**Cell classes on the final placement**

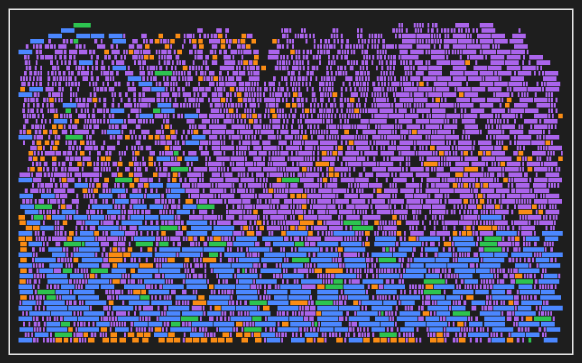
**Register map, names as in the netlist**

Other sequential cells in the stronger grey, the rest of the logic in the fainter grey.
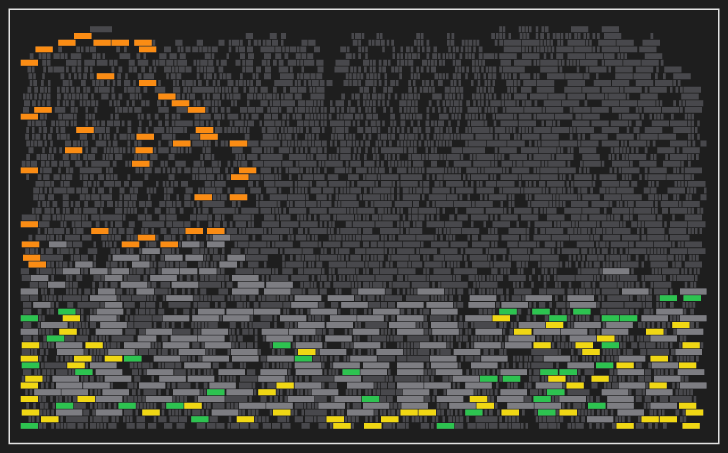
**Drive-strength map**

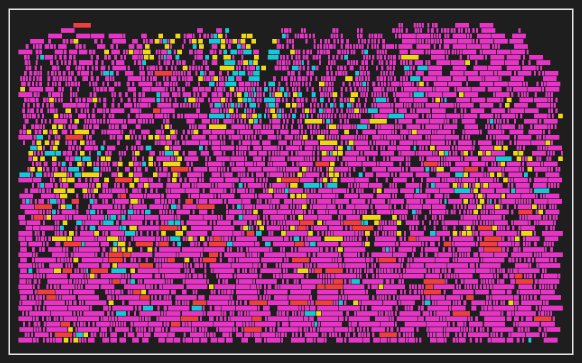
**Cell area per tile**

The die is cut into 29 by 18 equal tiles; black is low, pale yellow is high, 0 to 100% covered.
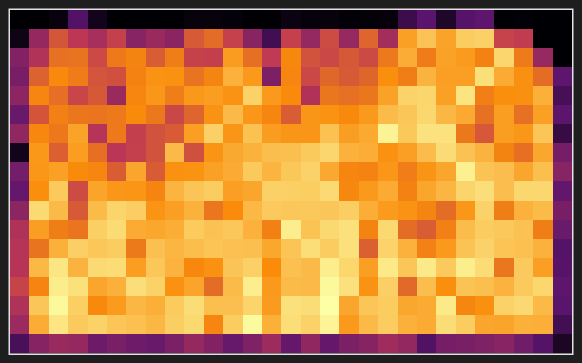
$ cat config.mk
export PLATFORM = sky130hd
export DESIGN_NAME = iir_sequencer
export DESIGN_NICKNAME = d
export VERILOG_FILES = /design/src/rtl/iir_sequencer.sv
export SDC_FILE = /design/constraint.sdc
export NUM_CORES = 2
export LEC_CHECK = 0
export ABC_AREA = 1
export CORE_ASPECT_RATIO = 0.6
export CORE_MARGIN = 4
export CORE_UTILIZATION = 65
export DETAILED_ROUTE_END_ITERATION = 7
export MAX_ROUTING_LAYER = met4
export PLACE_DENSITY = 0.81
export REMOVE_ABC_BUFFERS = 1
export SKIP_LAST_GASP = 1
export SLEW_MARGIN = 10
export SYNTH_ARGS = -nofsm -noshare
export SYNTH_HDL_FRONTEND = slang
export SYNTH_SLANG_ARGS = --single-unit
$ cat constraint.sdc
create_clock -name clk -period 10.9 [get_ports clk]
set_input_delay 2.18 -clock clk [delete_from_list [all_inputs] [get_ports clk]]
set_output_delay 2.18 -clock clk [all_outputs]
set_load 0.03 [all_outputs]
$ cat src/rtl/iir_sequencer.sv
// Direct-form-I IIR filter evaluated by one time-shared multiplier. Each sample
// is accumulated over 2*stages+1 cycles, with double-buffered coefficient banks.
module iir_sequencer #(
  parameter int aw     = 18,
  parameter int sw     = 18,
  parameter int stages = 2
) (
  input  logic                          clk,
  input  logic                          rst_b,
  input  logic                          sample_valid,
  input  logic signed [aw-1:0]          audio_in,
  output logic signed [aw-1:0]          audio_out,
  output logic                          out_valid,
  output logic                          busy,
  output logic                          overrun,
  input  logic                          coef_we,
  input  logic                          coef_sel,
  input  logic [$clog2(stages+1)-1:0]   coef_idx,
  input  logic signed [sw-1:0]          coef_data,
  input  logic                          coef_commit,
  input  logic                          flush
);

  localparam int iw   = $clog2(stages + 1);
  localparam int tw   = $clog2(2 * stages + 1);
  localparam int pw   = aw + sw;
  localparam int accw = pw + tw;
  localparam int rw   = accw - (sw - 2);

  localparam logic [tw-1:0]        last_tap = tw'(2 * stages);
  localparam logic [sw-1:0]        coef_one = {{(sw-1){1'b0}}, 1'b1} << (sw - 2);
  localparam logic signed [rw-1:0] sat_hi   = {{(rw-aw+1){1'b0}}, {(aw-1){1'b1}}};
  localparam logic signed [rw-1:0] sat_lo   = {{(rw-aw+1){1'b1}}, {(aw-1){1'b0}}};

  typedef enum logic [1:0] {
    IDLE,
    MAC,
    WRITE
  } state_t;

  state_t state;

  logic [tw-1:0]          tap;
  logic signed [accw-1:0] acc;
  logic signed [accw-1:0] acc_next;
  logic                   commit_pending;
  logic                   flush_pending;

  logic signed [sw-1:0] b_shadow      [0:stages];
  logic signed [sw-1:0] b_shadow_next [0:stages];
  logic signed [sw-1:0] b_active      [0:stages];
  logic signed [sw-1:0] a_shadow      [1:stages];
  logic signed [sw-1:0] a_shadow_next [1:stages];
  logic signed [sw-1:0] a_active      [1:stages];

  logic signed [aw-1:0] x_hist [0:stages];
  logic signed [aw-1:0] y_hist [1:stages];

  logic signed [sw-1:0] coef_op;
  logic signed [aw-1:0] data_op;
  logic                 sub_op;
  logic signed [pw-1:0] prod;
  logic signed [rw-1:0] shifted;
  logic signed [aw-1:0] result;

  logic bank_update;
  logic commit_now;
  logic flush_now;

  // Shadow-bank write decode; out-of-range indices simply never match.
  genvar gi;
  generate
    for (gi = 0; gi <= stages; gi++) begin : g_b_shadow
      assign b_shadow_next[gi] = (coef_we && !coef_sel && coef_idx == iw'(gi))
                                 ? coef_data : b_shadow[gi];
    end
    for (gi = 1; gi <= stages; gi++) begin : g_a_shadow
      assign a_shadow_next[gi] = (coef_we && coef_sel && coef_idx == iw'(gi))
                                 ? coef_data : a_shadow[gi];
    end
  endgenerate

  assign busy        = (state != IDLE);
  assign bank_update = (state == IDLE) && !sample_valid;
  assign commit_now  = commit_pending || coef_commit;
  assign flush_now   = flush_pending || flush;

  always_comb begin
    coef_op = '0;
    data_op = '0;
    sub_op  = 1'b0;
    for (int k = 0; k <= stages; k++) begin
      if (tap == tw'(k)) begin
        coef_op = b_active[k];
        data_op = x_hist[k];
      end
    end
    for (int k = 1; k <= stages; k++) begin
      if (tap == tw'(stages + k)) begin
        coef_op = a_active[k];
        data_op = y_hist[k];
        sub_op  = 1'b1;
      end
    end
  end

  assign prod = pw'(coef_op) * pw'(data_op);

  always_comb begin
    acc_next = sub_op ? (acc - accw'(prod)) : (acc + accw'(prod));
  end

  // Dropping the low fraction bits is an arithmetic shift rounding toward -inf.
  assign shifted = acc_next[accw-1:sw-2];

  always_comb begin
    result = shifted[aw-1:0];
    if (shifted > sat_hi) begin
      result = sat_hi[aw-1:0];
    end else if (shifted < sat_lo) begin
      result = sat_lo[aw-1:0];
    end
  end

  always_ff @(posedge clk) begin
    if (rst_b) begin
      state          <= IDLE;
      tap            <= '0;
      acc            <= '0;
      audio_out      <= '0;
      out_valid      <= 1'b0;
      overrun        <= 1'b0;
      commit_pending <= 1'b0;
      flush_pending  <= 1'b0;
      for (int k = 0; k <= stages; k++) begin
        x_hist[k]   <= '0;
        b_shadow[k] <= (k == 0) ? coef_one : '0;
        b_active[k] <= (k == 0) ? coef_one : '0;
      end
      for (int k = 1; k <= stages; k++) begin
        y_hist[k]   <= '0;
        a_shadow[k] <= '0;
        a_active[k] <= '0;
      end
    end else begin
      out_valid <= 1'b0;
      overrun   <= sample_valid && (state != IDLE);

      for (int k = 0; k <= stages; k++) begin
        b_shadow[k] <= b_shadow_next[k];
      end
      for (int k = 1; k <= stages; k++) begin
        a_shadow[k] <= a_shadow_next[k];
      end

      // The active bank copies the post-write shadow so a same-cycle write lands.
      if (bank_update && commit_now) begin
        commit_pending <= 1'b0;
        for (int k = 0; k <= stages; k++) begin
          b_active[k] <= b_shadow_next[k];
        end
        for (int k = 1; k <= stages; k++) begin
          a_active[k] <= a_shadow_next[k];
        end
      end else if (coef_commit) begin
        commit_pending <= 1'b1;
      end

      if (bank_update && flush_now) begin
        flush_pending <= 1'b0;
        for (int k = 0; k <= stages; k++) begin
          x_hist[k] <= '0;
        end
        for (int k = 1; k <= stages; k++) begin
          y_hist[k] <= '0;
        end
      end else if (flush) begin
        flush_pending <= 1'b1;
      end

      case (state)
        IDLE: begin
          if (sample_valid) begin
            x_hist[0] <= audio_in;
            acc       <= '0;
            tap       <= '0;
            state     <= MAC;
          end
        end
        MAC: begin
          acc <= acc_next;
          tap <= tap + 1'b1;
          // The final product is folded in combinationally so the result
          // appears as WRITE is entered, keeping latency at 2*stages+2.
          if (tap == last_tap) begin
            audio_out <= result;
            out_valid <= 1'b1;
            state     <= WRITE;
          end
        end
        WRITE: begin
          for (int k = 1; k <= stages; k++) begin
            x_hist[k] <= x_hist[k-1];
          end
          y_hist[1] <= audio_out;
          for (int k = 2; k <= stages; k++) begin
            y_hist[k] <= y_hist[k-1];
          end
          tap   <= '0;
          state <= IDLE;
        end
        default: state <= IDLE;
      endcase
    end
  end

endmodule
==> changes_impl.md <==
### Metrics

- Peak clock frequency supported by timing: 92.03 MHz
- Max stage delay cell, worst path: fa_1
- Clock Tree Root: clkbuf_16
- Commonest non-fill, non-tap cell in the layout: inv_1
- Crit Path Class: reg2reg
- Highest-count cells in the layout ignoring fill and taps: 845 x inv_1, 798 x nand2_1, 565 x nor2_1, 324 x fa_1, 204 x buf_4
- Placer's final routability congestion estimate: 1.024
- Pins over their slew limit: 0
- Time the final worst path needs with I/O delays and setup: 10.87 ns
- Fraction of final layout cells with drive strength greater than 1: 0.1229
- Cells resized by post-CTS repair: 0
- # Post-CTS Setup Buffers: 0
- Die outline height: 175.1 um
- Final setup viols: 0
- Worst path buffer plus inverter count: 16
- Cell mode on critical path: nand2_1
- Number of register bits inferred by synthesis: 336
- First-pass iteration count of the detailed router: 7
- Most congested layer reported by global routing: met1
- Post-detailed-route DRC marker count: 0
- Number of buffers added by the clock tree synthesis step: 30
- Routed wire length per instance: 19.51 um
- N_diodes: 0
- Average vias per placed instance: 5.690
- CTS clk-pin slew, worst paths: 0.07 ns
- TritonCTS clock tree: yes
- Gate Area: 18540 um^2
- Category of cells accounting for the largest share of critical-path delay: adder cells
- Row count: 60
- Final net count: 4639
- Hold Path Cell Cnt: 2
- Worst path arrival time: 11.41 ns
- CTS sink count: 336
- Ratio of final minimum period to clock period: 0.9968
- Setup repair after global routing missed its margin: yes
- R2R cell count: 57
- Violation count after the first detailed-route iteration: 3614
- Via count: 27140
- Count of distinct cell types in the synthesized netlist: 59
- Number of enable-type register cells in the synthesized netlist: 180
- Mean area per synthesized cell: 7.717 um^2
- I/O Pins: 66
- Via count of the first global-routing pass: 25950
- Filler cells: 3278
- Most common flop cell mapped by yosys: edfxtp_1
- Remaining global-route overflow: 0
- Final Skew: 0.04633 ns
- Met3 capacity usage during global routing: 0.1033
- Maximum fanout along the worst path: 28
- Sequential cell area fraction in the yosys report: 0.2821
- First-pass GRT wire length: 141300 um
- Hold bufs inserted after CTS: 0
- Yosys cell count: 3918
- Skew-Pair Late Insertion Delay: 0.62 ns
- Crit end category: flip-flop
- Setup tns final: 0 ns
- Critical path's largest stage delay: 0.58 ns
- Slew headroom: 0.2745
- Die Wd: 286.4 um
- Slew at the pin closest to its max-slew limit: 1.085 ns
- Final worst hold slack: 0.4670 ns
- Number of instances in the synthesized netlist: 3918
- Antenna violations before repair: 0
- DP HPWL: 69420 um
- Status: finished, final reports clean
- Yosys Warn Count: 0
- Sum of routed wire length over all layers: 93030 um
- Reported max-cap violation count: 0
- Number of port buffers: 65
-- 'cell classes on the final placement' (at the start) --
Green shows clock drivers and dummy loads, cells 54, share of their area 3.1%. Orange shows remaining buffers and delay cells, cells 297, share of their area 7.7%. Purple shows remaining logic cells, cells 3462, share of their area 64%. Blue shows registers, cells 336, share of their area 25%.
utilization after layout: 0.7698
core area: 45340 um^2

-- 'register map, names as in the netlist' (at the start) --
Orange shows `acc`, flops 39. Green shows `a_shadow`, flops 36, where a horizontal strip, bottom. Yellow shows `b_shadow`, flops 54, where a horizontal strip, bottom.
sequential share of cell area: 0.2444
Reg area: 8529 um^2

-- 'drive-strength map' (at the start) --
Yellow shows x3 and x4, cells 258, share 6.2%. Red shows x6 and larger, cells 75, share 1.8%. Cyan shows x2, cells 177, share 4.3%. Magenta shows x1 and smaller, cells 3639, share 88%.

-- 'cell area per tile' (at the start) --
The mean over all tiles is 68%. 4.4% of the tiles are nearly empty. The fullest tile reaches 100%.
Initial Utilization: 0.6668

[synthesized netlist by cell type (all sizes together) (11+ instances only)]
| cell type | instances | area, um^2 |
|---|---|---|
| a21oi | 155 | 813.3 |
| a221oi | 15 | 150.1 |
| a22oi | 19 | 142.6 |
| a31oi | 19 | 118.9 |
| buf | 19 | 108.9 |
| clkbuf | 104 | 390.4 |
| dfxtp | 156 | 3123 |
| edfxtp | 180 | 5405 |
| fa | 330 | 6606 |
| ha | 137 | 1714 |
| inv | 877 | 3294 |
| nand2 | 828 | 3148 |
| nand3 | 71 | 395.4 |
| nand4 | 24 | 150.1 |
| nor2 | 619 | 2371 |
| nor3 | 16 | 85.08 |
| o211ai | 25 | 187.7 |
| o21ai | 176 | 884.6 |
| xnor2 | 11 | 96.34 |
| xor2 | 53 | 486.7 |
[tightest hold or removal path, cell delays in order, from the launching register on]
cell	delay [ns]
dfxtp_1	0.31
nand2_1	0.06
a21oi_1	0.05
[routing by layer]
layer	vias to the layer above	share of wire
li1	12300	-
met3	268	0.14
met2	1865	0.42
met5	-	0
met1	12710	0.41
met4	0	0.030
[cell type report]
type,instances,area share
multi-input cells,2575,0.5311
well taps,620,0.02223
repair inverters,1,0.0002509
clock buffers,44,0.02678
clock inverters,10,0.003298
flip-flops and latches,336,0.2444
repair buffers,297,0.07514
inverters,886,0.09682
[kinds of logic (layout without fill, tap and decap cells)]
| family | after synthesis | after routing | synth area share |
|---|---|---|---|
| AND/OR/NAND/NOR | 1594 | 1596 | 0.2111 |
| flip-flops | 336 | 336 | 0.2821 |
| buffers and inverters | 1009 | 1238 | 0.1266 |
| adder cells (fa/ha/maj) | 467 | 467 | 0.2752 |
| AND-OR/OR-AND | 448 | 448 | 0.08579 |
| XOR/XNOR | 64 | 64 | 0.01928 |
[state kept, by name, summed over array words and instances, names as in the netlist]
| name | flops |
|---|---|
| b_shadow | 54 |
| out_valid | 1 |
| a_active | 36 |
| state | 2 |
| y_hist | 36 |
| audio_out | 18 |
| acc | 39 |
| tap | 3 |
| x_hist | 54 |
| commit_pending | 1 |
| b_active | 54 |
| a_shadow | 36 |
| overrun | 1 |
| flush_pending | 1 |
[final timing paths]
kind	from	endpoint	slack (ns)
worst min-delay path	acc[0]$_SDFFE_PP0P_	acc[0]$_SDFFE_PP0P_	0.47
worst max register to register	tap[1]$_SDFFE_PP0P_	audio_out[1]$_SDFFE_PP0P_	0.03
worst min register to register	acc[0]$_SDFFE_PP0P_	acc[0]$_SDFFE_PP0P_	0.47
worst max-delay path	tap[1]$_SDFFE_PP0P_	audio_out[1]$_SDFFE_PP0P_	0.03
[metrics by stage]
step | cells | utilization | cell area, um^2 | setup slack [ns]
CTS | 4718 | 0.7432 | 33700 | 0.05193
finish | 4769 | 0.7698 | 34900 | 0.03448
global placement | 4664 | 0.7201 | 32650 | 0.1454
detailed placement | 4664 | 0.7201 | 32650 | 0.1181
floorplan | 3795 | - | 29730 | -0.5508
global route | 4769 | 0.7698 | 34900 | -0.3706
